==> src/rtl/fifo_rd_packer_if.sv <==
// rtl/fifo_rd_packer_if.sv - FIFO read port and packed output stream bundle (optional out_par under PACK_PARITY_EN)
interface fifo_rd_packer_if #(
    parameter int DSIZE = 8,
    parameter int PACK  = 4
);
    localparam int CW = (PACK > 1) ? $clog2(PACK) : 1;

    logic [DSIZE-1:0]      rdata;
    logic                  rempty;
    logic                  rinc;
    logic                  flush;
    logic [DSIZE*PACK-1:0] out_data;
    logic [PACK-1:0]       out_keep;
    logic                  out_valid;
    logic                  out_ready;
    logic [CW-1:0]         lanes;
`ifdef PACK_PARITY_EN
    logic [PACK-1:0]       out_par;
`endif

    // Packer side: consumes the FIFO, produces the packed stream.
    modport slave (
`ifdef PACK_PARITY_EN
        output out_par,
`endif
        input  rdata, rempty, flush, out_ready,
        output rinc, out_data, out_keep, out_valid, lanes
    );

    // Environment side: FIFO read port plus stream sink.
    modport master (
`ifdef PACK_PARITY_EN
        input  out_par,
`endif
        output rdata, rempty, flush, out_ready,
        input  rinc, out_data, out_keep, out_valid, lanes
    );
endinterface

==> src/rtl/fifo_rd_packer.sv <==
// rtl/fifo_rd_packer.sv - packs PACK FIFO words into one keep-masked output word (lane parity under PACK_PARITY_EN)
module fifo_rd_packer #(
    parameter int DSIZE = 8,
    parameter int PACK  = 4
) (
    input logic             rclk,
    input logic             rrst_n,
    fifo_rd_packer_if.slave bus
);
    localparam int CW = (PACK > 1) ? $clog2(PACK) : 1;
    localparam logic [CW-1:0] LAST = CW'(PACK - 1);

    logic [DSIZE-1:0]      asm_q [PACK];
    logic [DSIZE-1:0]      asm_n [PACK];
    logic [CW-1:0]         cnt_q, cnt_n;
    logic                  fp_q, fp_n;
    logic [DSIZE*PACK-1:0] od_q, od_n, full_word, part_word;
    logic [PACK-1:0]       ok_q, ok_n, part_keep;
    logic                  ov_q, ov_n;
    logic                  out_free, pop;
`ifdef PACK_PARITY_EN
    logic [PACK-1:0]       par_q, par_n;
`endif

    assign out_free = !ov_q || bus.out_ready;
    // The last lane may only be popped when the output register can take the word.
    assign pop      = rrst_n && !bus.rempty && !fp_q && ((cnt_q != LAST) || out_free);

    assign bus.rinc      = pop;
    assign bus.out_data  = od_q;
    assign bus.out_keep  = ok_q;
    assign bus.out_valid = ov_q;
    assign bus.lanes     = cnt_q;
`ifdef PACK_PARITY_EN
    assign bus.out_par   = par_q;
`endif

    // Candidate words: a full word closes with the live rdata, a partial word zeroes unfilled lanes.
    always_comb begin
        full_word = '0;
        part_word = '0;
        part_keep = '0;
        for (int i = 0; i < PACK; i++) begin
            full_word[i*DSIZE +: DSIZE] = (i == PACK - 1) ? bus.rdata : asm_q[i];
            part_keep[i]                = CW'(i) < cnt_q;
            part_word[i*DSIZE +: DSIZE] = part_keep[i] ? asm_q[i] : '0;
        end
    end

    // Next-state: pops fill lanes, completion or a pending flush loads the output register.
    always_comb begin
        asm_n = asm_q;
        cnt_n = cnt_q;
        fp_n  = fp_q || bus.flush;
        od_n  = od_q;
        ok_n  = ok_q;
        ov_n  = ov_q && !bus.out_ready;
        if (pop) begin
            if (cnt_q == LAST) begin
                od_n  = full_word;
                ok_n  = '1;
                ov_n  = 1'b1;
                cnt_n = '0;
            end else begin
                asm_n[cnt_q] = bus.rdata;
                cnt_n        = cnt_q + 1'b1;
            end
        end else if (fp_q) begin
            if (cnt_q == '0) begin
                fp_n = bus.flush;
            end else if (out_free) begin
                od_n  = part_word;
                ok_n  = part_keep;
                ov_n  = 1'b1;
                cnt_n = '0;
                fp_n  = bus.flush;
            end
        end
`ifdef PACK_PARITY_EN
        for (int i = 0; i < PACK; i++) begin
            par_n[i] = ok_n[i] && (^od_n[i*DSIZE +: DSIZE]);
        end
`endif
    end

    // State registers; reset discards any partial word and the pending output.
    always_ff @(posedge rclk or negedge rrst_n) begin
        if (!rrst_n) begin
            for (int i = 0; i < PACK; i++) begin
                asm_q[i] <= '0;
            end
            cnt_q <= '0;
            fp_q  <= 1'b0;
            od_q  <= '0;
            ok_q  <= '0;
            ov_q  <= 1'b0;
`ifdef PACK_PARITY_EN
            par_q <= '0;
`endif
        end else begin
            asm_q <= asm_n;
            cnt_q <= cnt_n;
            fp_q  <= fp_n;
            od_q  <= od_n;
            ok_q  <= ok_n;
            ov_q  <= ov_n;
`ifdef PACK_PARITY_EN
            par_q <= par_n;
`endif
        end
    end
endmodule

==> src/flat_wrapper.sv <==
// flat-port wrapper written by rule: the top's interface ports become plain ports
module fifo_rd_packer_flat 
#(
    parameter int DSIZE = 8,
    parameter int PACK  = 4
)
  (rclk, rrst_n, bus_rdata, bus_rempty, bus_flush, bus_out_ready, bus_rinc, bus_out_data, bus_out_keep, bus_out_valid, bus_lanes);
  fifo_rd_packer_if #(.DSIZE(DSIZE), .PACK(PACK)) bus_i ();
  input logic rclk;
  input logic rrst_n;
  input wire logic [$bits(bus_i.rdata)-1:0] bus_rdata;
  input wire logic [$bits(bus_i.rempty)-1:0] bus_rempty;
  input wire logic [$bits(bus_i.flush)-1:0] bus_flush;
  input wire logic [$bits(bus_i.out_ready)-1:0] bus_out_ready;
  output wire logic [$bits(bus_i.rinc)-1:0] bus_rinc;
  output wire logic [$bits(bus_i.out_data)-1:0] bus_out_data;
  output wire logic [$bits(bus_i.out_keep)-1:0] bus_out_keep;
  output wire logic [$bits(bus_i.out_valid)-1:0] bus_out_valid;
  output wire logic [$bits(bus_i.lanes)-1:0] bus_lanes;
  assign bus_i.rdata = bus_rdata;
  assign bus_i.rempty = bus_rempty;
  assign bus_i.flush = bus_flush;
  assign bus_i.out_ready = bus_out_ready;
  assign bus_rinc = bus_i.rinc;
  assign bus_out_data = bus_i.out_data;
  assign bus_out_keep = bus_i.out_keep;
  assign bus_out_valid = bus_i.out_valid;
  assign bus_lanes = bus_i.lanes;
  fifo_rd_packer #(.DSIZE(DSIZE), .PACK(PACK)) u_core (.rclk(rclk), .rrst_n(rrst_n), .bus(bus_i));
endmodule
==> config.mk <==
export PLATFORM = sky130hd
export DESIGN_NAME = fifo_rd_packer_flat
export DESIGN_NICKNAME = d
export VERILOG_FILES = /design/src/rtl/fifo_rd_packer_if.sv /design/src/rtl/fifo_rd_packer.sv /design/src/flat_wrapper.sv
export SDC_FILE = /design/constraint.sdc
export NUM_CORES = 1
export LEC_CHECK = 0
export ABC_CLOCK_PERIOD_IN_PS = 2140
export CORE_UTILIZATION = 50
export CTS_CLUSTER_SIZE = 25
export DETAILED_ROUTE_END_ITERATION = 16
export GPL_TIMING_DRIVEN = 1
export PLACE_DENSITY = 0.81
export SLEW_MARGIN = 15
export SYNTH_ARGS = -nofsm -noshare
export SYNTH_HDL_FRONTEND = slang
export SYNTH_SLANG_ARGS = --single-unit
==> constraint.sdc <==
create_clock -name rclk -period 2.14 [get_ports rclk]
set_input_delay 0.428 -clock rclk [delete_from_list [all_inputs] [get_ports rclk]]
set_output_delay 0.428 -clock rclk [all_outputs]
set_load 0.03 [all_outputs]
Figure 1. Placed cells, one color a class (run 1).
The bar under the picture is 20 um long. Fill, decap, tap and diode cells in gray.
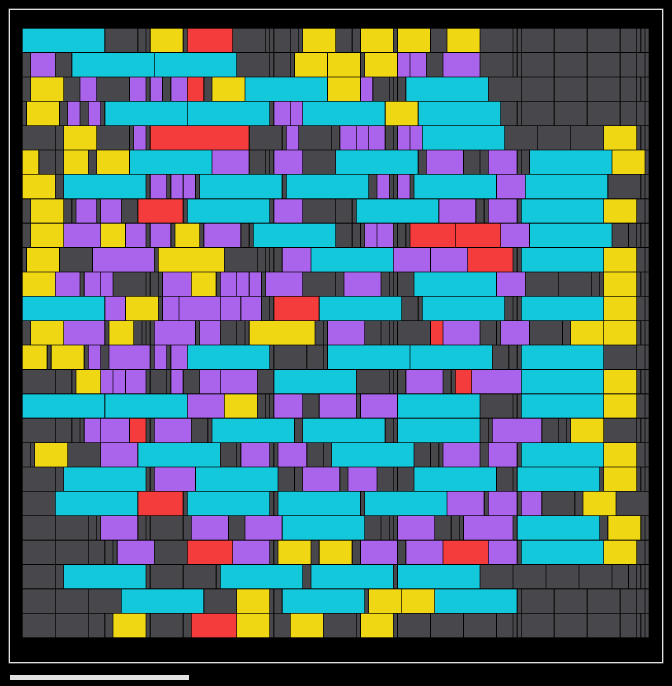
Red shows clock drivers and dummy loads, cells 15, share of their area 5.7%. Cyan shows registers, cells 64, share of their area 49%. Yellow shows remaining buffers and delay cells, cells 60, share of their area 18%. Purple shows remaining logic cells, cells 108, share of their area 27%.
area of the core: 4750 um^2
fin area: 3340 um^2
fraction of area in registers: 48.0%
row cnt: 25

Figure 2. Clock wiring as the flow saved it (run 1).
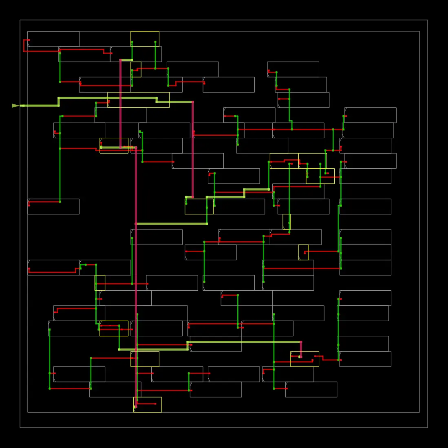
cts bufs inserted: 9
P_clk: 994 uW
clock sinks: 64
Fin Clk Skew: 0.00251 ns
clock buffer count: 11

Figure 3. Logic cells by family (run 1).
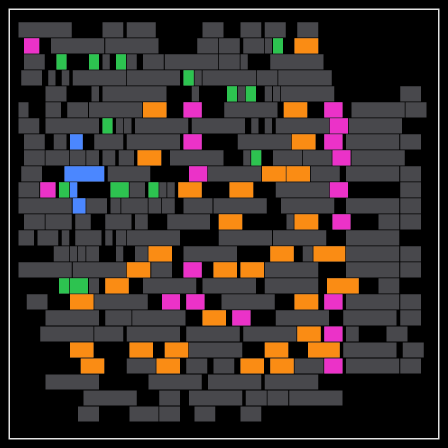
Blue shows nor cells, cells 4, most used nor2b_1, where left middle. Orange shows mux cells, cells 32, most used mux2_2. Green shows aoi and oai cells, cells 14, most used o21ai_0. Magenta shows non-inverting ao/oa cells, cells 18, most used a22o_1.
Post-Layout Cell Count: 314
Commonest Layout Cell: dfrtp_1
combinational share of cell area: 25.7%

==> impl_metrics.py, run 1 <==
# Physical implementation metrics
metrics = {
    "clocking": {
        "cts_resized": 0,
        "cts-root-buf": "clkbuf_8",
        "cts-htree-levels": 3,
        "path_clk_slew_ns": 0.06,
        "cts_setup_buffers": 0,
    },
    "synth": {
        "yosys-top-cells-area": "dfrtp_1, mux2_2, a22o_1",
        "simple_gate_area_share_pct": 7.55,
        "ys_types": 23,
        "ys_sh_mux_pct": 14.9,
        "top_cell_area_share_pct": 64.0,
        "fp_nets": 197,
        "yosys_cells": 179,
        "yosys-top-cells-count": "dfrtp_1, mux2_2, nand2_1",
        "yosys-stat-area_um2": 2500,
        "adder_share_pct": 2.50,
        "synth-xor-area-share_pct": 0,
        "largest_area_cell": "dfrtp_1",
        "netlist_instances": 179,
        "synth-seq-cells": 64,
        "yosys_warnings": 0,
        "synthTopLogicFamily": "multiplexers",
    },
    "layout": {
        "layout-drive-gt1-share_pct": 25.5,
        "numSequentialCells": 64,
        "nets": 261,
        "signal_buffers": 60,
        "postLayoutCoreUtil_pct": 70.2,
        "most-common-layout-cells": "dfrtp_1, clkdlybuf4s50_1, mux2_2",
        "buf_share_pct": 17.9,
        "flop_area_um2": 1600,
        "clkCellAreaFrac_pct": 5.59,
        "logic_area_um2": 858,
        "syn_to_final_growth_pct": 33.3,
        "insertedDiodeCount": 0,
    },
    "die": {
        "chip_area_um2": 5290,
        "die_h_um": 72.7,
        "num_io_pins": 53,
    },
    "grt": {
        "antenna_found_initial": 0,
        "met3_usage_pct": 4.42,
        "grt_overflow": 0,
        "use_met2_pct": 34.2,
    },
    "placed_design": {
        "place_ws_ns": -0.0158,
        "dp_hpwl_um": 3280,
        "io_buffers": 52,
        "dp_cells": 299,
    },
    "setup_path": {
        "worst_path_dominant_cell_family": "buffers and inverters",
        "r2r_start": "u_core.bus.lanes[0]$_DFFE_PN0P_",
        "crit_path_end": "bus_rinc",
        "critical_path_depth": 4,
        "r2r-end": "u_core.bus.out_data[7]$_DFFE_PN0P_",
        "r2r_cells": 6,
        "cp.arrival_ns": 1.62,
        "worstSetupEndpointType": "primary output",
        "path_cells": "clkdlybuf4s50_1 -> or3b_4 -> a21oi_1 -> buf_4",
        "critPathLaunchType": "primary input",
    },
    "job": {
        "max_cap_viol_count": 0,
        "warnings": 30,
    },
    "routing": {
        "drt_iter0_markers": 77,
        "routed_wl_um": 4760,
        "vias": 1652,
    },
    "outcome": {
        "status": "complete, no violations",
    },
    "pwr": {
        "power_mw": 4.65,
        "combPwrFrac_pct": 37.7,
        "netSwitchingFraction_pct": 34.4,
        "pwr-share-clk_pct": 21.4,
        "pg_comb_mw": 1.75,
        "top_power_group": "registers",
    },
    "sta": {
        "drv_slew": 0,
        "fin_crit_ns": 2.05,
        "tightest_slew_ns": 0.756,
        "setup_slack_ns": 0.0914,
        "setup_violations": 0,
        "clock.fmax_mhz": 488,
    },
}
==> run 1 -> run 2 <==
Settings changed: SKIP_CTS_REPAIR_TIMING set to 1.
Figure 4. Logic cells by family (run 2).
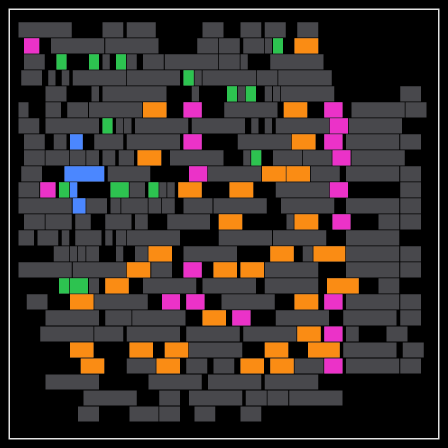
Orange shows mux cells, cells 32, most used mux2_2. Green shows aoi and oai cells, cells 14, most used o21ai_0. Blue shows nor cells, cells 4, most used nor2b_1, where left middle. Magenta shows non-inverting ao/oa cells, cells 18, most used a22o_1.

==> run 2 against run 1 <==
Clock skew did not move; synthesized cell count is the same; total power stayed put; critical path depth unchanged; register-to-register slack barely moved; cell count unchanged; sequential power about the same; wire length is the same; final area unchanged; clock power hardly changed; non-clock buffer count stayed put; worst setup slack stayed put; largest power group unchanged; highest routed layer unchanged.
==> impl_metrics.py, run 2 <==
# Physical implementation metrics
metrics = {
    "sta": {
        "setup_violations": 0,
        "setup_slack_ns": 0.0914,
        "clock.fmax_mhz": 488,
    },
    "synth": {
        "top_cell_area_share_pct": 64.0,
        "synth-xor-area-share_pct": 0,
        "fp_nets": 197,
        "yosys-stat-area_um2": 2500,
        "simple_gate_area_share_pct": 7.55,
        "ys_sh_mux_pct": 14.9,
        "synth-seq-cells": 64,
        "yosys-top-cells-area": "dfrtp_1, mux2_2, a22o_1",
        "yosys_warnings": 0,
        "adder_share_pct": 2.50,
        "ys_types": 23,
        "largest_area_cell": "dfrtp_1",
        "netlist_instances": 179,
    },
    "layout": {
        "final_cell_count_no_fill": 314,
        "syn_to_final_growth_pct": 33.3,
        "flop_area_um2": 1600,
        "buf_share_pct": 17.9,
        "final_common_cell": "dfrtp_1",
        "seq_share_pct": 48.0,
        "postLayoutCoreUtil_pct": 70.2,
        "clkCellAreaFrac_pct": 5.59,
        "final_cell_area_um2": 3340,
        "most-common-layout-cells": "dfrtp_1, clkdlybuf4s50_1, mux2_2",
        "layout-drive-gt1-share_pct": 25.5,
        "nets": 261,
        "signal_buffers": 60,
    },
    "grt": {
        "grt_overflow": 0,
        "met3_usage_pct": 4.42,
        "use_met2_pct": 34.2,
        "antenna_found_initial": 0,
    },
    "clocking": {
        "cts_num_sinks": 64,
        "cts_buffers": 9,
        "path_clk_slew_ns": 0.06,
    },
    "pwr": {
        "clk-power_uw": 994,
        "pwr-share-clk_pct": 21.4,
        "combPwrFrac_pct": 37.7,
        "netSwitchingFraction_pct": 34.4,
    },
    "setup_path": {
        "r2r_start": "u_core.bus.lanes[0]$_DFFE_PN0P_",
        "critical_path_depth": 4,
        "worstSetupEndpointType": "primary output",
        "critPathLaunchType": "primary input",
    },
    "outcome": {
        "status": "complete, no violations",
    },
    "die": {
        "rows": 25,
    },
    "placed_design": {
        "dp_cells": 299,
        "place_ws_ns": -0.0158,
        "dp_hpwl_um": 3280,
    },
}
==> run 2 -> run 3 <==
Settings changed: GPL_TIMING_DRIVEN 1 to 0.
Figure 5. Logic cells by family (run 3).
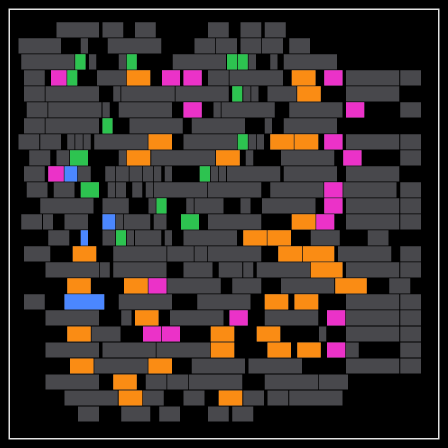
Blue shows nor cells, cells 4, most used nor2b_1, where left middle. Magenta shows non-inverting ao/oa cells, cells 18, most used a22o_1. Green shows aoi and oai cells, cells 14, most used o21ai_0. Orange shows mux cells, cells 32, most used mux2_2.
Post-Layout Cell Count: 315
combinational share of cell area: 25.9%

==> run 3 against run 2 <==
The run now ends with hold timing left; clock power is 3.2% lower; total power is 1.5% lower; global-route usage is 0.16 points lower; register-to-register slack worse by 0.07 ns; utilization is 0.42 points lower; critical path type unchanged; largest cell class unchanged.
==> impl_metrics.py, run 3 <==
# Physical implementation metrics
metrics = {
    "synth": {
        "netlist_instances": 179,
        "adder_share_pct": 2.50,
        "ys_sh_mux_pct": 14.9,
        "yosys-top-cells-area": "dfrtp_1, mux2_2, a22o_1",
        "synthTopLogicFamily": "multiplexers",
        "yosys_warnings": 0,
        "yosys-top-cells-count": "dfrtp_1, mux2_2, nand2_1",
        "simple_gate_area_share_pct": 7.55,
        "yosys-stat-area_um2": 2500,
        "synth-xor-area-share_pct": 0,
    },
    "sta": {
        "fin_hold_ws_ns": -0.0652,
        "hold_viol": 38,
        "fin_crit_ns": 2.12,
        "clock.fmax_mhz": 472,
    },
    "routing": {
        "vias": 1601,
        "routed_wl_um": 4970,
        "drt_iter0_markers": 61,
    },
    "pwr": {
        "top_power_group": "registers",
        "power_mw": 4.58,
        "combPwrFrac_pct": 37.7,
        "clk-power_uw": 962,
        "pwr-share-clk_pct": 21.0,
    },
    "placed_design": {
        "dp_hpwl_um": 3170,
        "place_ws_ns": -0.872,
    },
    "die": {
        "die_h_um": 72.7,
        "fp.coreArea_um2": 4750,
        "rows": 25,
        "chip_area_um2": 5290,
    },
    "clocking": {
        "path_clk_slew_ns": 0.06,
        "cts-htree-levels": 3,
        "cts_buffers": 9,
        "cts-root-buf": "clkbuf_8",
    },
    "setup_path": {
        "worst_path_dominant_cell_family": "buffers and inverters",
        "r2r-end": "u_core.bus.out_data[17]$_DFFE_PN0P_",
        "r2r_cells": 6,
        "crit_path_end": "bus_rinc",
    },
    "outcome": {
        "violations": "hold timing",
        "status": "complete, but fails checks",
    },
    "layout": {
        "logic_area_um2": 860,
        "numSequentialCells": 64,
        "layout-drive-gt1-share_pct": 23.8,
        "buf_share_pct": 17.6,
        "final_common_cell": "dfrtp_1",
        "nets": 261,
        "syn_to_final_growth_pct": 32.5,
    },
    "job": {
        "max_cap_viol_count": 0,
        "warnings": 32,
    },
    "grt": {
        "met3_usage_pct": 6.77,
        "grt_overflow": 0,
        "antenna_found_initial": 0,
    },
}
Power and IR drop assume default switching activity.
